==> config.mk <==
export PLATFORM = sky130hd
export DESIGN_NAME = pipeline_hazard_ctrl
export DESIGN_NICKNAME = d
export VERILOG_FILES = /design/src/rtl/pipeline_hazard_ctrl_pkg.sv /design/src/rtl/pipeline_hazard_ctrl_hazard_detect.sv /design/src/rtl/pipeline_hazard_ctrl.sv
export SDC_FILE = /design/constraint.sdc
export NUM_CORES = 1
export LEC_CHECK = 0
export CAP_MARGIN = 10
export CORE_UTILIZATION = 40
export DETAILED_ROUTE_END_ITERATION = 8
export GPL_TIMING_DRIVEN = 0
export PLACE_DENSITY = 0.78
export SLEW_MARGIN = 20
export SYNTH_ARGS = -nofsm -noshare
export SYNTH_HDL_FRONTEND = slang
export SYNTH_SLANG_ARGS = --single-unit
==> constraint.sdc <==
create_clock -name clk -period 5.1 [get_ports clk]
set_clock_uncertainty 0.15 [all_clocks]
set_input_delay 0.51 -clock clk [delete_from_list [all_inputs] [get_ports clk]]
set_output_delay 0.51 -clock clk [all_outputs]
set_load 0.1 [all_outputs]
Fig. 1: cell placement
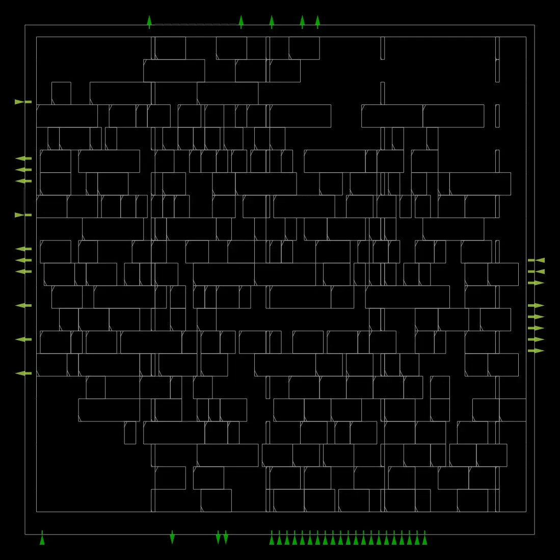
placement row count: 21
share of cell area taken by flip-flops and latches: 24.57%
core area: 3363 um^2
final-layout fill cell count: 341
layout sequential cell count: 24

Fig. 2: the metal 3 layer
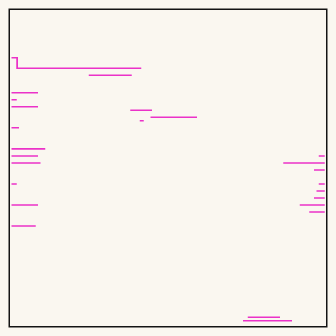
nets with wire on the layer	22
share of all routed wire	3.8%
routed vias: 1,350
total detailed-routing wirelength: 3.254 mm

==> impl_metrics.py <==
# Metrics from the implementation run
metrics = {
    "outcome": {
        "status": "finished clean",
    },
    "yosys": {
        "synth_instances": 172,
        "numSynthFlops": 24,
        "yosys-top-cells-count": "sky130_fd_sc_hd__nor2_1 (26), sky130_fd_sc_hd__dfxtp_1 (24), sky130_fd_sc_hd__xor2_1 (20)",
        "synthesis.area_per_instance_um2": 8.169,
        "synthAdderAreaFrac_pct": 1.781,
        "yosys_area_um2": 1405,
        "synthAoiAreaFrac_pct": 13.27,
        "synth_top_cell_by_area": "sky130_fd_sc_hd__dfxtp_1",
        "synth.cell_area_um2": 1405,
        "synth.comb.largest_family": "simple AND/OR/NAND/NOR gates",
        "ys_seq_share_pct": 34.19,
        "yosysWarnings": 0,
        "syn_nets": 200,
        "synthDistinctLibCells": 32,
        "synth.cellmix.simpleShare_pct": 27.43,
        "xor_share_pct": 15.58,
        "post_synth_mux_area_share_pct": 5.076,
        "synthFlopType": "sky130_fd_sc_hd__dfxtp_1",
        "top_cell": "sky130_fd_sc_hd__nor2_1",
        "synth-edff-count": 0,
        "yosys-top-cells-area": "sky130_fd_sc_hd__dfxtp_1 (34%), sky130_fd_sc_hd__xor2_1 (12%), sky130_fd_sc_hd__nor2_1 (6.9%)",
    },
    "critical_path": {
        "worst_path_max_delay_cell": "sky130_fd_sc_hd__clkdlybuf4s50_1",
        "path_delay_family": "buffers and inverters",
        "crit_path_start_kind": "primary input",
        "critical_path_depth": 8,
        "timing.reg2reg.worst_path_depth": 7,
        "critPathMaxFanout": 7,
        "critical_path_arrival_ns": 3.33,
        "max_stage_delay_ns": 1.14,
        "setup.reg_to_reg.worst_slack_ns": 2.96,
        "worst-path-buf-inv": 2,
        "worst-setup-path-type": "primary input to output port",
    },
    "routing": {
        "drt.antenna.violating_nets": 0,
        "drc_errors": 0,
        "met2_length_mm": 1.572,
        "highest_layer": "met4",
        "via_per_inst": 5.037,
        "wirelength_met1_mm": 1.542,
        "drt-initial-drc-count": 35,
        "routed-wl-met3_um": 122,
        "routedWlPerCell_um": 12.14,
    },
    "floorplan": {
        "die_area_um2": 3754,
        "io_pins": 49,
        "die_extent_in_y_um": 61.27,
        "number_of_tap_cells_added_at_floorplan": 46,
        "initial_utilization_pct": 41.78,
        "die_x_um": 61.27,
    },
    "cts": {
        "tritoncts_num_sinks": 24,
        "root_buffer_cell": "sky130_fd_sc_hd__clkbuf_4",
        "tritoncts": "built",
        "clock_path_buffers": 2,
        "postCtsSetupBuffers": 0,
        "cts_made_buffers": 3,
        "clk_pin_slew_ns": 0.13,
        "cts_max_level": 1,
        "cts.hold.buffers_added": 0,
        "cts_repair_resize_count": 0,
    },
    "pwr": {
        "p_sw_share_pct": 31.94,
        "pg_seq_mw": 0.193,
        "clock_power_mw": 0.0840,
        "power.total_mw": 0.3746,
        "power.share.sequential_pct": 51.5,
        "largestPowerGroup": "sequential cells",
        "max-vdd-ir-drop_v": 0.0001413,
        "pwr-share-comb_pct": 26.1,
        "p_per_area_nw_per_um2": 191.5,
        "comb-power_mw": 0.0977,
        "p_sw_mw": 0.1196,
        "pwr-share-clk_pct": 22.4,
        "power.static_leakage_nw": 0.6880,
    },
    "global_routing": {
        "grt_start_max_net_pins": 13,
        "globalRouteTotalUtil_pct": 19.18,
        "grt_pass1_vias": 1278,
        "number_of_antenna_violations_at_the_first_check_in_global_routing": 0,
        "globalRouteMet1Util_pct": 22.66,
        "grt.busiest_layer": "met2",
        "grt_remaining_overflow": 0,
    },
    "finish": {
        "largest_register_ff_count": 16,
        "finalNetCount": 252,
        "clockBufferCount": 3,
        "layout.cells.largest_class": "multi-input combinational cells",
        "layout-area-overhead-vs-synth_pct": 39.18,
        "signal_buffers": 51,
        "combGateArea_um2": 887.1,
        "clock_cell_area_share_pct": 1.152,
        "layout.nonclk_buf_share_pct": 25.21,
        "share_of_final_layout_standard_cells_stronger_than_drive_strength_1_pct": 4.054,
        "mostFrequentLayoutCell": "sky130_fd_sc_hd__clkdlybuf4s50_1",
        "final-seq-area_um2": 480.5,
        "top_cells_excl_fill_tap": "sky130_fd_sc_hd__clkdlybuf4s50_1 (47), sky130_fd_sc_hd__nor2_1 (26), sky130_fd_sc_hd__dfxtp_1 (24)",
    },
    "min_path": {
        "min-delay-path-class": "flip-flop to flip-flop",
    },
    "final_timing": {
        "hold_slack_ns": 0.3370,
        "grt_setup_unrepaired": "false",
        "finalSetupTns_ns": 0,
        "postLayoutSetupSlackWorst_ns": 1.111,
        "maxClockFrequency_mhz": 250.7,
        "part_of_the_cycle_the_worst_path_needs_pct": 78.22,
        "fin_crit_ns": 3.989,
        "finalHoldViolCount": 0,
    },
    "place": {
        "detailedPlace.worstSlack_ns": 1.105,
        "place_area_um2": 1933,
        "dp_hpwl_mm": 2.537,
        "dpl.cell_count": 265,
        "place_congestion": 0.8180,
    },
}
Power is estimated from default activity; no workload was simulated.
